$ cat src/rtl/lq_agen_lo_dirq.sv
// Load-queue agen low-order consumer: buffers agen results, computes alignment/crossing
// flags and issues one or two L1 directory beats per access. Optional macro: LQ_AGEN_LO_PERF_EN.
module lq_agen_lo_dirq #(
  parameter int QDEPTH = 2,
  parameter int PERF_W = 16
) (
  input  logic              clk,
  input  logic              rst,
  input  logic              ex2_vld,
  output logic              ex2_rdy,
  input  logic [0:11]       ex2_sum,
  input  logic [0:5]        ex2_sum_arr,
  input  logic              ex2_dir_ig_57_b,
  input  logic [0:2]        ex2_size,
  input  logic [0:1]        ex2_tid,
  input  logic [0:3]        flush,
  output logic              dir_vld,
  input  logic              dir_rdy,
  output logic [0:5]        dir_cclass,
  output logic [0:11]       dir_sum,
  output logic [0:1]        dir_tid,
  output logic              dir_second,
  output logic              dir_misalign,
  output logic              dir_line_cross,
  output logic              dir_page_cross,
  input  logic              perf_clr,
  output logic [0:PERF_W-1] perf_split_cnt
);

  localparam int CW = $clog2(QDEPTH + 1);
  localparam int IW = (QDEPTH > 1) ? $clog2(QDEPTH) : 1;

  typedef struct packed {
    logic [11:0] sum;
    logic [5:0]  arr;
    logic        ig57_b;
    logic [1:0]  tid;
    logic        misalign;
    logic        line_cross;
    logic        page_cross;
  } entry_t;

  typedef enum logic {ST_FIRST = 1'b0, ST_SECOND = 1'b1} state_t;

  entry_t        ent_q [QDEPTH];
  entry_t        ent_d [QDEPTH];
  logic [CW-1:0] cnt_q, cnt_d;
  state_t        state_q, state_d;

  logic [11:0]   sum_le_s;
  logic [4:0]    mask_s;
  logic [6:0]    line_end_s;
  logic [12:0]   page_end_s;
  entry_t        new_ent_s;
  logic          enq_s;
  logic          head_vld_s;
  logic          head_flush_s;
  logic          hs_s;
  logic          pop_s;
  logic [5:0]    nline_s;
  logic [CW-1:0] wr_idx_s;

  // Size decode and per-request flag computation for the incoming request.
  always_comb begin
    sum_le_s = ex2_sum;
    case (ex2_size)
      3'd0:    mask_s = 5'd0;
      3'd1:    mask_s = 5'd1;
      3'd2:    mask_s = 5'd3;
      3'd3:    mask_s = 5'd7;
      3'd4:    mask_s = 5'd15;
      3'd5:    mask_s = 5'd31;
      default: mask_s = 5'd0;
    endcase
    line_end_s           = {1'b0, sum_le_s[5:0]} + {2'b00, mask_s};
    page_end_s           = {1'b0, sum_le_s} + {8'd0, mask_s};
    new_ent_s.sum        = sum_le_s;
    new_ent_s.arr        = ex2_sum_arr;
    new_ent_s.ig57_b     = ex2_dir_ig_57_b;
    new_ent_s.tid        = ex2_tid;
    new_ent_s.misalign   = |(sum_le_s[5:0] & {1'b0, mask_s});
    new_ent_s.line_cross = line_end_s[6];
    new_ent_s.page_cross = page_end_s[12];
  end

  assign ex2_rdy      = (cnt_q < CW'(QDEPTH));
  assign enq_s        = ex2_vld & ex2_rdy & ~flush[ex2_tid];
  assign head_vld_s   = (cnt_q != {CW{1'b0}});
  assign head_flush_s = head_vld_s & flush[ent_q[0].tid];
  assign dir_vld      = head_vld_s & ~head_flush_s;
  assign hs_s         = dir_vld & dir_rdy;
  assign nline_s      = ent_q[0].sum[11:6] + 6'd1;

  // Beat sequencing: next state, pop decision and directory beat contents.
  always_comb begin
    state_d        = state_q;
    pop_s          = 1'b0;
    dir_cclass     = 6'd0;
    dir_sum        = 12'd0;
    dir_tid        = 2'd0;
    dir_second     = 1'b0;
    dir_misalign   = 1'b0;
    dir_line_cross = 1'b0;
    dir_page_cross = 1'b0;
    case (state_q)
      ST_FIRST: begin
        if (hs_s) begin
          if (ent_q[0].line_cross) begin
            state_d = ST_SECOND;
          end else begin
            pop_s = 1'b1;
          end
        end else begin
          state_d = ST_FIRST;
        end
      end
      ST_SECOND: begin
        if (hs_s) begin
          pop_s   = 1'b1;
          state_d = ST_FIRST;
        end else begin
          state_d = ST_SECOND;
        end
      end
      default: state_d = ST_FIRST;
    endcase
    // A flushed head abandons any split in progress.
    if (head_flush_s) begin
      state_d = ST_FIRST;
    end else begin
      state_d = state_d;
    end
    if (head_vld_s) begin
      dir_tid        = ent_q[0].tid;
      dir_misalign   = ent_q[0].misalign;
      dir_line_cross = ent_q[0].line_cross;
      dir_page_cross = ent_q[0].page_cross;
      if (state_q == ST_SECOND) begin
        dir_cclass = {nline_s[5:1], nline_s[0] | ~ent_q[0].ig57_b};
        dir_sum    = {nline_s, 6'd0};
        dir_second = 1'b1;
      end else begin
        dir_cclass = ent_q[0].arr;
        dir_sum    = ent_q[0].sum;
        dir_second = 1'b0;
      end
    end else begin
      dir_cclass = 6'd0;
    end
  end

  // Queue next state: drop popped head and flushed entries, compact in order, then append.
  always_comb begin
    ent_d    = ent_q;
    wr_idx_s = {CW{1'b0}};
    for (int i = 0; i < QDEPTH; i++) begin
      if ((CW'(i) < cnt_q) && !((i == 0) && pop_s) && !flush[ent_q[i].tid]) begin
        ent_d[IW'(wr_idx_s)] = ent_q[i];
        wr_idx_s             = wr_idx_s + CW'(1);
      end else begin
        wr_idx_s = wr_idx_s;
      end
    end
    if (enq_s) begin
      ent_d[IW'(wr_idx_s)] = new_ent_s;
      wr_idx_s             = wr_idx_s + CW'(1);
    end else begin
      wr_idx_s = wr_idx_s;
    end
    cnt_d = wr_idx_s;
  end

  // Queue, occupancy and FSM state registers.
  always_ff @(posedge clk or posedge rst) begin
    if (rst) begin
      for (int i = 0; i < QDEPTH; i++) begin
        ent_q[i] <= '0;
      end
      cnt_q   <= {CW{1'b0}};
      state_q <= ST_FIRST;
    end else begin
      ent_q   <= ent_d;
      cnt_q   <= cnt_d;
      state_q <= state_d;
    end
  end

`ifdef LQ_AGEN_LO_PERF_EN
  logic [PERF_W-1:0] perf_q, perf_d;

  // Saturating count of completed second beats; clear wins over increment.
  always_comb begin
    if (perf_clr) begin
      perf_d = {PERF_W{1'b0}};
    end else if (hs_s && (state_q == ST_SECOND) && ~&perf_q) begin
      perf_d = perf_q + PERF_W'(1);
    end else begin
      perf_d = perf_q;
    end
  end

  // Split-access performance counter register.
  always_ff @(posedge clk or posedge rst) begin
    if (rst) begin
      perf_q <= {PERF_W{1'b0}};
    end else begin
      perf_q <= perf_d;
    end
  end

  assign perf_split_cnt = perf_q;
`else
  logic unused_perf_clr_s;
  assign unused_perf_clr_s = perf_clr;
  assign perf_split_cnt    = {PERF_W{1'b0}};
`endif

endmodule

$ cat config.mk
export PLATFORM = sky130hd
export DESIGN_NAME = lq_agen_lo_dirq
export DESIGN_NICKNAME = d
export VERILOG_FILES = /design/src/rtl/lq_agen_lo_dirq.sv
export SDC_FILE = /design/constraint.sdc
export NUM_CORES = 1
export LEC_CHECK = 0
export CORE_MARGIN = 3
export CORE_UTILIZATION = 49
export DETAILED_ROUTE_END_ITERATION = 7
export PLACE_DENSITY = 0.85
export REMOVE_ABC_BUFFERS = 1
export SLEW_MARGIN = 20
export SYNTH_ARGS = -nofsm -noshare
export SYNTH_HDL_FRONTEND = slang
export SYNTH_SLANG_ARGS = --single-unit
$ cat constraint.sdc
create_clock -name clk -period 3.34 [get_ports clk]
set_input_delay 0.668 -clock clk [delete_from_list [all_inputs] [get_ports clk]]
set_output_delay 0.668 -clock clk [all_outputs]
set_load 0.01 [all_outputs]
==> qor.txt, run 1 <==
crit path cell chain -> clkdlybuf4s50_1 > mux2_2 > o22ai_4 > clkdlybuf4s50_1
Resized Gates After CTS -> 0
CTS tree -> done
Non-Clock Inverter Count -> 9
largest net degree at the start of global routing -> 35
final worst slack -> 417.6 ps
GRT overflow -> 0
seq pwr -> 868 uW
fraction of area in non-clock buffers -> 18.55%
comb pwr -> 860 uW
Die X -> 83.04 um
Clk pwr share -> 17.2%
fmax -> 342.2 MHz
Post-route DRC -> 0
dominant cell type by area after synthesis -> dfrtp_1
Reg power frac -> 41.6%
Final Hold Violation Tally -> 0
worst-path fanout max -> 4
end of the worst hold path -> ent_q[2]
Slew @ Worst Pin -> 718.8 ps
setup TNS -> 0 ps
Critical Path Source -> flush[3]
Worst-Skew Late Latency -> 300 ps
sequential area share after synthesis -> 43.89%
first-pass GRT wire length -> 11620 um
crit-path max cell delay -> 580 ps
Layout Skew -> 4.020 ps
reg2reg end -> ent_q[47]
Top Layout Cells -> 57 x clkdlybuf4s50_1, 52 x nand2_1, 51 x dfrtp_1
total iterations of the first detailed-routing run -> 4
ANT cells -> 0
Syn-to-layout area delta -> 21.99%
maximum VDD drop -> 0.2796 mV
Die H -> 83.04 um
WL per Instance -> 15.67 um
clock buffers -> 6
crit path launch type -> input port
Post-synth top cells -> 52 x nand2_1, 51 x dfrtp_1, 36 x nor2_1
Adder-Cell Fraction of Synth Area -> 3.442%
Via density -> 5.538
overall power -> 2.087 mW
Sw Share -> 35.11%
Commonest flop -> dfrtp_1
I/O Buffers -> 57
complex-gate fraction of the synthesized area -> 19.41%
Cells after Synth -> 312
critical path's top delay family -> buffers and inverters
Synth top cell by count -> nand2_1
antenna-violating nets left -> 0
initial antenna violation count -> 0
comb area leader -> AND-OR/OR-AND gates
Layout Nets -> 408
Worst EP required -> 2670 ps
Setup crit end -> dir_vld
ys async rst share -> 100.0%
Placed Cells -> 432
P_int -> 1.354 mW
Top-Level Pins -> 75
HP Start -> ent_q[2]
top cell category -> multi-input combinational cells
Filler cells -> 491
critical register-to-register path startpoint -> ent_q[28]
Slew headroom -> 52.01%
Flop area -> 1276 sq um
post-place setup slack -> 176.1 ps
Signal buffers -> 67
Flop Count -> 51
final std cells w/o fill -> 439
Synth Warn # -> 0
Die Area -> 6895 sq um
Worst-path clk slew -> 90 ps
P_sw -> 732.5 uW
Clock buf/inv share -> 2.469%
fraction of area in multi-input gates -> 39.51%
postcts setup bufs -> 0
RSZ-0062 raised after global routing -> no
Post-synth EDFFs -> 0
Pins Over Slew Limit -> 0
Leakage Power -> 1.559 nW
max-capacitance violation count -> 0
final tally of setup violations -> 0
status -> finished clean
fin crit period -> 2922 ps
Synth cell types -> 42
Crit. End Element -> output pin
cycle use final -> 87.50%
Clock group -> 359 uW
yosys xor share -> 2.410%
worst setup path category -> input port to output pin
## run 1: registers in the layout, summed over array words and instances, names as in the netlist
signal	count
ent_q	48
cnt_q	2
state_q	1
## run 1: layer usage
metal | global-route usage (%) | part of all wire, %
met5 | 0 | 0
met3 | 4.861 | 7.3
met4 | 5.795 | 0.74
met2 | 33.09 | 51
met1 | 26.95 | 41
## run 1: metrics by stage
step                      instance area, sq um  hold slack (ps)
final                                     3547            495.0
after global routing                      3547            527.4
after CTS                                 3547            499.4
after detailed placement                  3460            473.6
after global placement                    3460            472.1
after floorplan                           2711            454.6
==> run_1/util_map.png <==
8 x 8 tiles, from white (low) to dark blue (high), 0 to 100% covered.
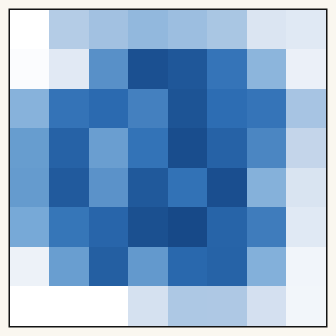
fullest tile: 90%
mean over tiles: 50%
densest ninth of the die: centre
Core Util at FP: 51.85%
core area: 5608 sq um
final core occ: 63.25%

==> run_1/m3.png <==
The bar under the picture is 20 um long.
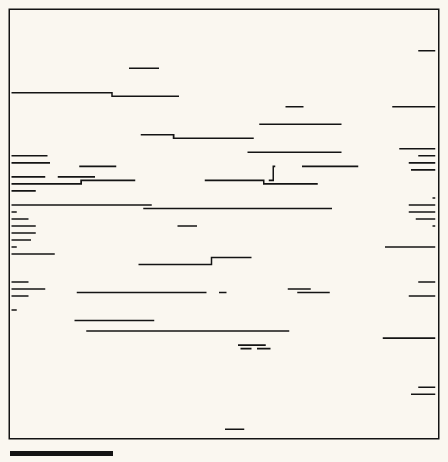
wire length on this layer: 505 um
longest straight run: 39.1 um
main direction: horizontal
nets with wire on the layer: 50
GR Util met3: 4.861%
Vias: 2431
final WL: 6877 um

==> run_1/class_map.png <==
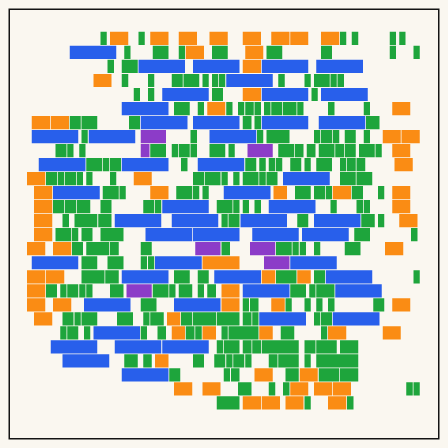
| class | colour | cells | share of their area |
|---|---|---|---|
| remaining logic cells | green | 242 | 42% |
| clock drivers and dummy loads | purple | 7 | 2.5% |
| registers | blue | 51 | 37% |
| remaining buffers and delay cells | orange | 67 | 19% |
Seq area share: 35.98%
finished layout cell area: 3547 sq um
row count: 27

==> run_1/ff_map.png <==
The bar under the picture is 20 um long. Other sequential cells in the stronger grey, the rest of the logic in the fainter grey.
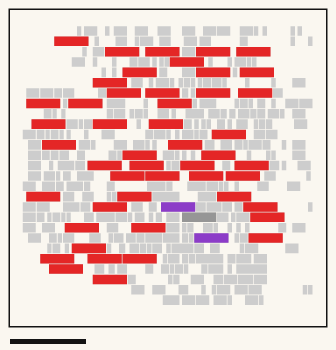

==> inputs of run 2 (changes only) <==
CORE_UTILIZATION = 53   (was 49)
HOLD_SLACK_MARGIN = 0.1   (was unset)
PLACE_DENSITY = 0.91   (was 0.85)
clock period = 3.4 ns   (was 3.34 ns; I/O delays follow)
==> run_2/ff_map.png <==
The bar under the picture is 20 um long. Other sequential cells in the stronger grey, the rest of the logic in the fainter grey.
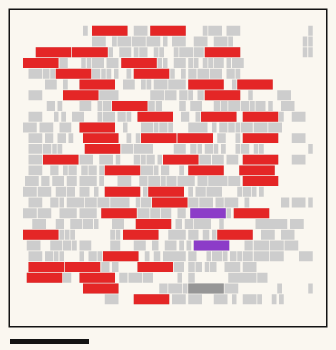
| signal | colour | flops |
|---|---|---|
| cnt_q | purple | 2 |
| ent_q | red | 48 |
not coloured: 1
final core occ: 67.48%
seq pwr: 860 uW

==> run 2 against run 1 <==
Effect of this change:
- register-to-register slack got worse by 70 ps
- critical endpoint is now dir_sum[0]
- largest power group unchanged
- non-clock buffer count fell by 2
- synthesized cell count unchanged
- global-route usage grew 2.3 points
- clock skew up 4.3 ps
- sequential power is 0.9% lower
- setup slack got worse by 210 ps
- combinational power is 2% lower
- count of clock-buffer cells in the layout grew 1
==> qor.txt, run 2 <==
status -> finished clean
Via density -> 5.686
max-capacitance violation count -> 0
WL per Instance -> 15.78 um
initial antenna violation count -> 0
largest net degree at the start of global routing -> 52
Leakage Power -> 1.541 nW
Adder-Cell Fraction of Synth Area -> 3.442%
Core Util at FP -> 55.87%
finished layout cell area -> 3512 sq um
max reg flops -> 48
cycle use final -> 93.87%
Pins Over Slew Limit -> 0
Filler cells -> 440
Layout Nets -> 406
setup TNS -> 0 ps
reg2reg end -> ent_q[24]
GRT overflow -> 0
CTS tree -> done
fmax -> 313.3 MHz
GR Util met3 -> 4.484%
Placed Cells -> 428
met2 GRT Util -> 38.16%
Synth top cell by count -> nand2_1
wire length on met2 -> 3372 um
Die H -> 80.07 um
ys async rst share -> 100.0%
Post-route DRC -> 0
end of the worst hold path -> ent_q[2]
first-pass GRT wire length -> 11510 um
Slew headroom -> 41.86%
overall power -> 2.040 mW
postcts setup bufs -> 0
Worst EP required -> 2720 ps
largest registers -> ent_q x48, cnt_q x2, state_q x1
met3 wire length -> 602 um
ANT cells -> 0
I/O Buffers -> 57
final WL -> 6881 um
maximum VDD drop -> 0.3128 mV
Worst-path clk slew -> 90 ps
core area -> 5205 sq um
sequential area share after synthesis -> 43.89%
antenna-violating nets left -> 0
busiest grt layer -> met2
Placement Cell Area -> 3430 sq um
Vias -> 2479
Setup crit end -> dir_sum[0]
Commonest flop -> dfrtp_1
hold slack -> 501.2 ps
Slew @ Worst Pin -> 871.1 ps
Top Layout Cells -> 57 x clkdlybuf4s50_1, 52 x nand2_1, 51 x dfrtp_1
Post-synth EDFFs -> 0
post-place setup slack -> 253.8 ps
final worst slack -> 208.5 ps
highest metal used -> met4
Worst-Skew Late Latency -> 300 ps
Top reg by flops -> ent_q
Critical Path Source -> state_q
Die X -> 80.07 um
Synth Warn # -> 0
HP Start -> ent_q[2]
met1 WL -> 2817 um
==> run_2/placed.png <==
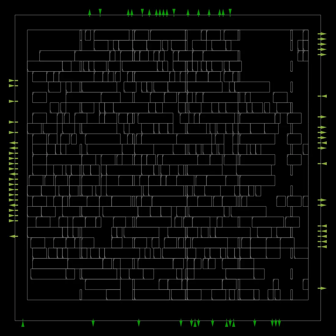
Flop Count: 51
final std cells w/o fill: 436
row count: 26

## run 2: cell counts after synthesis
Identical to the previous run, type by type.
## run 2: worst max-delay path, stage by stage, from the launching register on
cell             delay, ps
dfrtp_1                780
nand4_1                290
or3_1                  410
a21oi_1                170
clkdlybuf4s50_1        560
## run 2: final cells by class
cell class / instances / area [sq um] / area share, %
Multi-Input combinational cell: 233 / 1401 / 39.90
Sequential cell: 51 / 1276 / 36.34
Timing Repair Buffer: 65 / 630.6 / 17.96
Tap cell: 70 / 87.58 / 2.494
Clock buffer: 7 / 76.32 / 2.173
Inverter: 9 / 35.03 / 0.9975
Clock inverter: 1 / 5.005 / 0.1425
## run 2: where the power goes
group          total (mW)  switching [mW]  internal, mW
sequential          0.860           0.120         0.740
combinational       0.843           0.414         0.429
clock               0.336           0.191         0.145
No activity file was given, so power comes from the tool's default toggle rates.
